### Metal 1, run 1

Supply wires on this layer in gray.
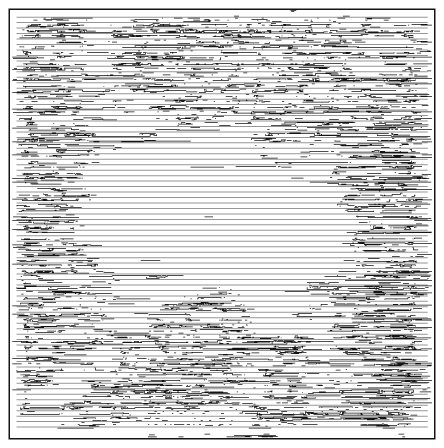
### Metal 2, run 1

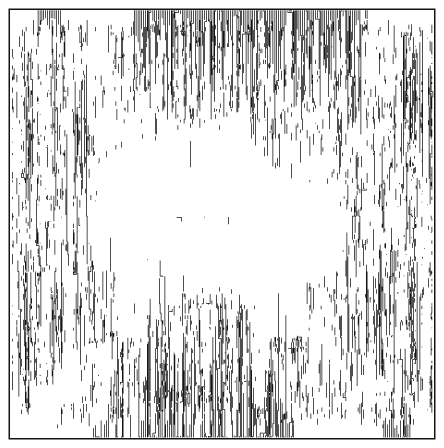
### The metal 3 layer, run 1

Bar = 50 µm. Cells faint in the background.
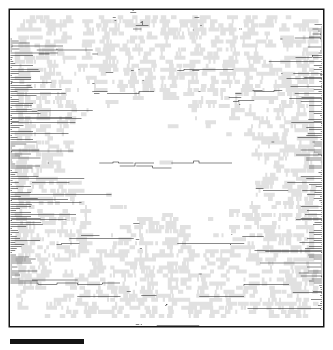
## src/rtl/ldpc_qkd_pkg.sv

```systemverilog
`default_nettype none
// ============================================================================
// Module      : ldpc_qkd_pkg
// Description : Shared definitions for the decoder message write-back path.
//               Holds default geometry, derived constants (circulant size,
//               fields per RAM word, input field width), the write-back FSM
//               state type and small helper functions for the derivations.
// Revision    : 1.0 - initial release
// ============================================================================
package ldpc_qkd_pkg;

  // Default geometry of the Message RAM and circulants.
  localparam int WB_ADDR_WIDTH           = 3;
  localparam int WB_DATA_WIDTH           = 6;
  localparam int WB_BUS_WIDTH            = 18;
  localparam int WB_OFFSET_CH            = 3;
  localparam int WB_LOG2CIRC_SIZE        = 2;
  localparam int WB_NUM_CIRCS            = 12;
  localparam int WB_NEIGHBOR_INDEX_WIDTH = 2;

  // Derived constants for the default geometry.
  localparam int CIRC_SIZE      = 1 << WB_LOG2CIRC_SIZE;
  localparam int FIELDS         = WB_BUS_WIDTH / WB_DATA_WIDTH;
  localparam int IN_FIELD_WIDTH = WB_DATA_WIDTH + 1;

  // Write-back sequencing states.
  typedef enum logic [1:0] {
    IDLE  = 2'd0,
    RUN   = 2'd1,
    FLUSH = 2'd2
  } wb_state_t;

  // Same derivations as above, usable with overridden module parameters.
  function automatic int circ_size(input int log2_size);
    return 1 << log2_size;
  endfunction

  function automatic int fields_per_word(input int bus_w, input int data_w);
    return bus_w / data_w;
  endfunction

endpackage : ldpc_qkd_pkg
`default_nettype wire

```

## src/rtl/msg_saturate.sv

```systemverilog
`default_nettype none
// ============================================================================
// Module      : msg_saturate
// Description : Converts one signed message field from IN_WIDTH bits to
//               OUT_WIDTH bits.
//               Config macro MSG_WB_SAT_EN:
//                 defined   - clamp to the OUT_WIDTH two's complement range,
//                             clip=1 whenever the value was clamped.
//                 undefined - keep the low OUT_WIDTH bits, clip tied to 0.
// Ports       : in_field  - signed input field (IN_WIDTH bits)
//               out_field - converted field (OUT_WIDTH bits)
//               clip      - field was clamped this cycle
// Revision    : 1.0 - initial release
// ============================================================================
module msg_saturate #(
  parameter int IN_WIDTH  = 7,
  parameter int OUT_WIDTH = 6
) (
  input  logic [IN_WIDTH-1:0]  in_field,
  output logic [OUT_WIDTH-1:0] out_field,
  output logic                 clip
);

`ifdef MSG_WB_SAT_EN
  // The value fits in OUT_WIDTH bits exactly when every bit from the output
  // sign position upward is a copy of the input sign bit.
  logic [IN_WIDTH-OUT_WIDTH:0] w_top;
  logic                        w_fits;
  logic [OUT_WIDTH-1:0]        w_pos_limit;
  logic [OUT_WIDTH-1:0]        w_neg_limit;

  assign w_top       = in_field[IN_WIDTH-1:OUT_WIDTH-1];
  assign w_fits      = (&w_top) | ~(|w_top);
  assign w_pos_limit = {1'b0, {(OUT_WIDTH-1){1'b1}}};
  assign w_neg_limit = {1'b1, {(OUT_WIDTH-1){1'b0}}};

  assign clip      = ~w_fits;
  assign out_field = w_fits                 ? in_field[OUT_WIDTH-1:0] :
                     in_field[IN_WIDTH-1]   ? w_neg_limit             :
                                              w_pos_limit;
`else
  // Plain truncation: the upper bits are intentionally discarded.
  logic [IN_WIDTH-OUT_WIDTH-1:0] unused_high;

  assign unused_high = in_field[IN_WIDTH-1:OUT_WIDTH];
  assign out_field   = in_field[OUT_WIDTH-1:0];
  assign clip        = 1'b0;
`endif

endmodule : msg_saturate
`default_nettype wire

```

## src/rtl/message_writeback.sv

```systemverilog
`default_nettype none
// ============================================================================
// Module      : message_writeback
// Description : Write side of the decoder Message RAM path. Accepts one beat
//               per circulant node during a phase, converts each field to
//               DATA_WIDTH, forms per-bank write addresses and issues one
//               write per bank into NUM_CIRCS Message RAM banks, one cycle
//               after each accepted beat.
//               Config macro MSG_WB_SAT_EN (in msg_saturate): saturate
//               fields and report clipping on sat_flag; otherwise truncate.
// Ports       : clk, rst_n          - clock, synchronous active-low reset
//               start               - begin a phase (IDLE only)
//               vr_process          - 1: vr->ch region (base OFFSET_CH)
//               neighbor            - 1: address from in_neighbor_index
//               in_valid / in_ready - beat handshake
//               in_data             - per-bank signed fields, bank 0 in LSBs
//               in_neighbor_index   - per-bank neighbor index
//               mf_we/mf_addr/mf_data_out - Message RAM write port
//               busy                - high outside IDLE
//               phase_done          - pulse with the final write of a phase
//               sat_flag            - sticky clip indicator, cleared by start
// Revision    : 1.0 - initial release
// ============================================================================
module message_writeback
  import ldpc_qkd_pkg::*;
#(
  parameter int ADDR_WIDTH           = WB_ADDR_WIDTH,
  parameter int DATA_WIDTH           = WB_DATA_WIDTH,
  parameter int BUS_WIDTH            = WB_BUS_WIDTH,
  parameter int OFFSET_CH            = WB_OFFSET_CH,
  parameter int LOG2CIRC_SIZE        = WB_LOG2CIRC_SIZE,
  parameter int NUM_CIRCS            = WB_NUM_CIRCS,
  parameter int NEIGHBOR_INDEX_WIDTH = WB_NEIGHBOR_INDEX_WIDTH
) (
  input  logic                                                  clk,
  input  logic                                                  rst_n,
  input  logic                                                  start,
  input  logic                                                  vr_process,
  input  logic                                                  neighbor,
  input  logic                                                  in_valid,
  output logic                                                  in_ready,
  input  logic [NUM_CIRCS*(BUS_WIDTH/DATA_WIDTH)*(DATA_WIDTH+1)-1:0] in_data,
  input  logic [NUM_CIRCS*NEIGHBOR_INDEX_WIDTH-1:0]            in_neighbor_index,
  output logic                                                  mf_we,
  output logic [NUM_CIRCS*ADDR_WIDTH-1:0]                      mf_addr,
  output logic [NUM_CIRCS*BUS_WIDTH-1:0]                       mf_data_out,
  output logic                                                  busy,
  output logic                                                  phase_done,
  output logic                                                  sat_flag
);

  localparam int CIRC_LEN = circ_size(LOG2CIRC_SIZE);
  localparam int NFIELDS  = fields_per_word(BUS_WIDTH, DATA_WIDTH);
  localparam int IN_FW    = DATA_WIDTH + 1;
  localparam int NSLOTS   = NUM_CIRCS * NFIELDS;
  localparam int NIW      = NEIGHBOR_INDEX_WIDTH;

  localparam logic [LOG2CIRC_SIZE-1:0] LAST_BEAT = LOG2CIRC_SIZE'(CIRC_LEN - 1);
  localparam logic [ADDR_WIDTH-1:0]    VR_BASE   = ADDR_WIDTH'(OFFSET_CH);

  // --------------------------------------------------------------------------
  // State and registered outputs
  // --------------------------------------------------------------------------
  wb_state_t                       state_q,      state_d;
  logic [LOG2CIRC_SIZE-1:0]        count_q,      count_d;
  logic                            vr_q,         vr_d;
  logic                            neighbor_q,   neighbor_d;
  logic                            mf_we_q,      mf_we_d;
  logic                            phase_done_q, phase_done_d;
  logic                            sat_flag_q,   sat_flag_d;
  logic [NUM_CIRCS*ADDR_WIDTH-1:0] mf_addr_q,    mf_addr_d;
  logic [NUM_CIRCS*BUS_WIDTH-1:0]  mf_data_q,    mf_data_d;

  // --------------------------------------------------------------------------
  // Per-bank datapath: field conversion and address generation
  // --------------------------------------------------------------------------
  logic [NUM_CIRCS*ADDR_WIDTH-1:0] w_wr_addr;
  logic [NUM_CIRCS*BUS_WIDTH-1:0]  w_wr_data;
  logic [NSLOTS-1:0]               w_clip;
  logic                            w_any_clip;
  logic                            w_accept;
  logic [ADDR_WIDTH-1:0]           w_base;

  assign w_base = vr_q ? VR_BASE : '0;

  for (genvar k = 0; k < NUM_CIRCS; k++) begin : g_bank
    logic [ADDR_WIDTH-1:0] w_offset;

    // Offset is either the bank's own neighbor index or the shared beat
    // position; the sum wraps naturally modulo 2^ADDR_WIDTH.
    assign w_offset = neighbor_q ? ADDR_WIDTH'(in_neighbor_index[k*NIW +: NIW])
                                 : ADDR_WIDTH'(count_q);
    assign w_wr_addr[k*ADDR_WIDTH +: ADDR_WIDTH] = w_base + w_offset;

    for (genvar f = 0; f < NFIELDS; f++) begin : g_field
      msg_saturate #(
        .IN_WIDTH  (IN_FW),
        .OUT_WIDTH (DATA_WIDTH)
      ) u_sat (
        .in_field  (in_data[(k*NFIELDS+f)*IN_FW +: IN_FW]),
        .out_field (w_wr_data[k*BUS_WIDTH + f*DATA_WIDTH +: DATA_WIDTH]),
        .clip      (w_clip[k*NFIELDS+f])
      );
    end : g_field

    // Word bits beyond the packed fields are written as zero.
    if (BUS_WIDTH > NFIELDS*DATA_WIDTH) begin : g_pad
      assign w_wr_data[k*BUS_WIDTH + NFIELDS*DATA_WIDTH +: BUS_WIDTH - NFIELDS*DATA_WIDTH] = '0;
    end : g_pad
  end : g_bank

  assign w_any_clip = |w_clip;
  assign w_accept   = (state_q == RUN) & in_valid;

  // --------------------------------------------------------------------------
  // Next-state logic
  // --------------------------------------------------------------------------
  always_comb begin
    state_d      = state_q;
    count_d      = count_q;
    vr_d         = vr_q;
    neighbor_d   = neighbor_q;
    mf_we_d      = 1'b0;
    phase_done_d = 1'b0;
    sat_flag_d   = sat_flag_q;
    mf_addr_d    = mf_addr_q;
    mf_data_d    = mf_data_q;

    case (state_q)
      IDLE: begin
        if (start) begin
          state_d    = RUN;
          vr_d       = vr_process;
          neighbor_d = neighbor;
          count_d    = '0;
          sat_flag_d = 1'b0;
        end
      end

      RUN: begin
        if (w_accept) begin
          count_d    = count_q + 1'b1;
          mf_we_d    = 1'b1;
          mf_addr_d  = w_wr_addr;
          mf_data_d  = w_wr_data;
          sat_flag_d = sat_flag_q | w_any_clip;
          // The last beat's write lands in the FLUSH cycle together with
          // the phase_done pulse.
          if (count_q == LAST_BEAT) begin
            state_d      = FLUSH;
            phase_done_d = 1'b1;
          end
        end
      end

      FLUSH: begin
        state_d = IDLE;
      end

      default: begin
        state_d = IDLE;
      end
    endcase
  end

  // --------------------------------------------------------------------------
  // Registers
  // --------------------------------------------------------------------------
  always_ff @(posedge clk) begin
    if (!rst_n) begin
      state_q      <= IDLE;
      count_q      <= '0;
      vr_q         <= 1'b0;
      neighbor_q   <= 1'b0;
      mf_we_q      <= 1'b0;
      phase_done_q <= 1'b0;
      sat_flag_q   <= 1'b0;
      mf_addr_q    <= '0;
      mf_data_q    <= '0;
    end else begin
      state_q      <= state_d;
      count_q      <= count_d;
      vr_q         <= vr_d;
      neighbor_q   <= neighbor_d;
      mf_we_q      <= mf_we_d;
      phase_done_q <= phase_done_d;
      sat_flag_q   <= sat_flag_d;
      mf_addr_q    <= mf_addr_d;
      mf_data_q    <= mf_data_d;
    end
  end

  // --------------------------------------------------------------------------
  // Outputs
  // --------------------------------------------------------------------------
  assign in_ready    = (state_q == RUN);
  assign busy        = (state_q != IDLE);
  assign mf_we       = mf_we_q;
  assign mf_addr     = mf_addr_q;
  assign mf_data_out = mf_data_q;
  assign phase_done  = phase_done_q;
  assign sat_flag    = sat_flag_q;

endmodule : message_writeback
`default_nettype wire

```

## config.mk

```make
export PLATFORM = sky130hd
export DESIGN_NAME = message_writeback
export DESIGN_NICKNAME = d
export VERILOG_FILES = /design/src/rtl/ldpc_qkd_pkg.sv /design/src/rtl/msg_saturate.sv /design/src/rtl/message_writeback.sv
export SDC_FILE = /design/constraint.sdc
export NUM_CORES = 1
export LEC_CHECK = 0
export CAP_MARGIN = 20
export CORE_AREA = 3 3 208 210
export CTS_BUF_LIST = sky130_fd_sc_hd__clkbuf_16
export CTS_CLUSTER_DIAMETER = 80
export DETAILED_ROUTE_END_ITERATION = 10
export DIE_AREA = 0 0 211 213
export PLACE_DENSITY = 0.49
export SLEW_MARGIN = 10
export SYNTH_ARGS = -nofsm -noshare
export SYNTH_HDL_FRONTEND = slang
export SYNTH_SLANG_ARGS = --single-unit
```

## constraint.sdc

```tcl
create_clock -name clk -period 5.8 [get_ports clk]
set_input_delay 1.16 -clock clk [delete_from_list [all_inputs] [get_ports clk]]
set_output_delay 1.16 -clock clk [all_outputs]
set_load 0.03 [all_outputs]
```

==> out/metrics.cfg, run 1 <==
[status]
status=finished clean

[grt]
gr-usage-met3_pct=5.965

[hold_path]
min_path_type=reg2reg
min-delay-start=mf_data_out[25]

[final_layout]
n_clock_buffer=37
largest_reg_flops=216
layout_top_cell=clkdlybuf4s50_1
buffer_area_share_pct=32.15
fin_util_pct=38.31
n_all_buffers=507
logic_gates=827
num-nonclk-inverters=10
clockNetworkAreaShare_pct=6.633

[synth]
ys_sh_simple_pct=21.03
synthCells=1188
synthAdderAreaFrac_pct=4.169
synth.top_cells.by_area=dfxtp_1 54%, nand2_1 19%, a21oi_1 13%
compound_area_share_pct=14.53
ys_chip_area_um2=9664
netlist_top_cells_count=498 x nand2_1, 260 x dfxtp_1, 245 x a21oi_1
ys_types=28

[sta]
rsz0062_at_grt=false
drv_slew=0
setup_slack_ns=2.737
relSlewSlack_pct=29.74
timing.fmax_mhz=326.5
setup_viol=0
whs_ns=0.4495
timing.final.crit_share_pct=52.80

[placement]
io_buffers=501
dp.cells=2142
pre_cts_ws_ns=2.266
dpl.hpwl_um=24700

[worst_setup_path]
critPathBufInv=1
worst-path-stages=2
r2r_end=mf_addr[28]
regToRegSetupSlack_ns=3.26
start_kind=flip-flop
crit_chain=nor2b_1, clkdlybuf4s50_1

[clock_network]
cts_root_buf=clkbuf_16

[route]
wl_met3_um=3426
drt-total-wl_um=36060
ant_nets=0
drc_errors=0
routedWlPerCell_um=16.38
top_layer=met4

[power]
total_power_mw=4.597
top_power_group=clock
ir_drop_uv=167.6
p_comb_share_pct=15.1

[floorplan]
core_um2=41760
dieArea_um2=44940

[job]
warning_count=70

## Picture notes: 'Metal 1'
share of all routed wire = 41%
main direction = horizontal
nets with wire on the layer = 1,714

## Picture notes: 'Metal 2'
nets with wire on the layer = 1,514
wire length on this layer = 16,700 µm
main direction = vertical

## Picture notes: 'The metal 3 layer'
main direction = horizontal
wire length on this layer = 3,430 µm
longest straight run = 67.9 µm

==> inputs of run 2 (changes only) <==
Settings changed: CORE_AREA 3 3 208 210 to 3 3 210 212, DIE_AREA 0 0 211 213 to 0 0 213 215, PLACE_DENSITY 0.49 to 0.48.
Clock period 5.8 ns to 3.1 ns, I/O delays scaled along.
### Clock routing, run 2

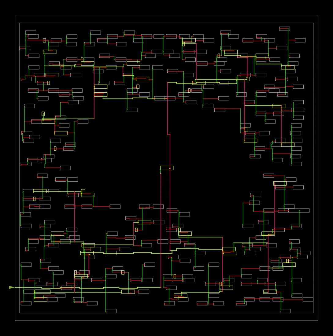
cts bufs inserted: 34
clock sink count: 260
seq_cells: 260
Max Clock Skew: 0.01693 ns
# clk buffers: 37

### Metal 1, run 2

Supply wires on this layer in gray.
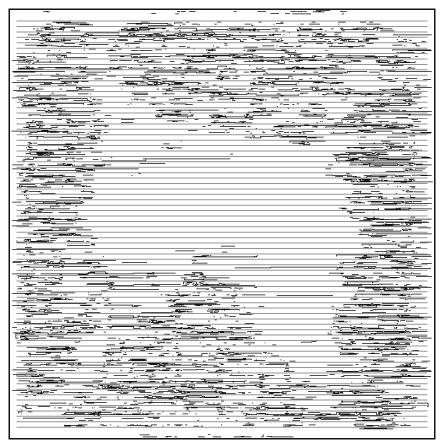
longest straight run = 47.4 µm
main direction = horizontal
wire length on this layer = 14,300 µm
nets with wire on the layer = 1,716
share of all routed wire = 39%

==> run 2 against run 1 <==
Compared with the run above:
- setup slack worse by 2.3 ns
- worst hold slack hardly changed
- sequential power is 86% higher
- non-clock buffer count is 6 higher
- clock skew is 0.0064 ns higher
- critical path depth stayed put
- die size is 1.9% higher
- register-to-register slack worse by 2.0 ns
- critical endpoint is now busy
- power is 86% higher
- combinational power is about 90% higher
- clock power is 85% higher
==> out/metrics.cfg, run 2 <==
[worst_setup_path]
start_kind=flip-flop  ; unchanged
worst-path-stages=2  ; unchanged
crit_chain=or2_2, clkdlybuf4s50_1  ; was nor2b_1, clkdlybuf4s50_1
r2r_end=mf_addr[34]  ; was mf_addr[28]
critPathBufInv=1  ; unchanged
regToRegSetupSlack_ns=1.23  ; was 3.26 ns

[synth]
ys_types=28  ; unchanged
ys_sh_simple_pct=21.03  ; unchanged
ys_chip_area_um2=9664  ; unchanged
ys_cells=1188  ; unchanged
compound_area_share_pct=14.53  ; unchanged
top_cell=nand2_1  ; unchanged
netlist_top_cells_count=498 x nand2_1, 260 x dfxtp_1, 245 x a21oi_1  ; unchanged
synthAdderAreaFrac_pct=4.169  ; unchanged
synth.top_cells.by_area=dfxtp_1 54%, nand2_1 19%, a21oi_1 13%  ; unchanged
synthCells=1188  ; unchanged

[final_layout]
fin_util_pct=38.08  ; was 38.31%
num-nonclk-inverters=10  ; unchanged
sh_seq_area_pct=32.44  ; was 32.54%
largest_reg_flops=216  ; unchanged
clockNetworkAreaShare_pct=6.481  ; was 6.633%
logic_gates=827  ; unchanged
n_all_buffers=513  ; was 507

[grt]
gr-usage-met3_pct=7.511  ; was 5.965%
antenna_found_initial=4  ; was 1
grt_first_pass_wirelength_um=55680  ; was 53,680 µm

[sta]
rsz0062_at_grt=false  ; unchanged
drv_slew=0  ; unchanged
timing.final.crit_share_pct=84.46
relSlewSlack_pct=54.03  ; was 29.74%
setup_viol=0  ; unchanged
period_needed_ns=2.618
setup_slack_ns=0.4816  ; was 2.737 ns
timing.fmax_mhz=381.9

[placement]
pre_cts_ws_ns=0.7263  ; was 2.266 ns
io_buffers=501  ; unchanged
dpl.hpwl_um=25660  ; was 24,700 µm

[route]
ant_nets=0  ; unchanged
top_layer=met4  ; unchanged
routedWlPerCell_um=16.73  ; was 16.38 µm
drt-total-wl_um=36980  ; was 36,060 µm
drc_errors=0  ; unchanged
wl_met3_um=4337  ; was 3426 µm

[power]
top_power_group=clock  ; unchanged
total_power_mw=8.563  ; was 4.597 mW
p_comb_share_pct=15.4  ; was 15.1%
p_leak_nw=5.727  ; was 5.714 nW
ir_drop_uv=367.9  ; was 167.6 µV

[hold_path]
min_path_type=reg2reg  ; unchanged
min-delay-start=mf_data_out[75]  ; was mf_data_out[25]

[status]
status=finished clean  ; unchanged

[floorplan]
num_rows=75  ; unchanged
dieArea_um2=45800  ; was 44,940 µm²

[job]
warning_count=71  ; was 70

No activity file was given, so power comes from the tool's default toggle rates.
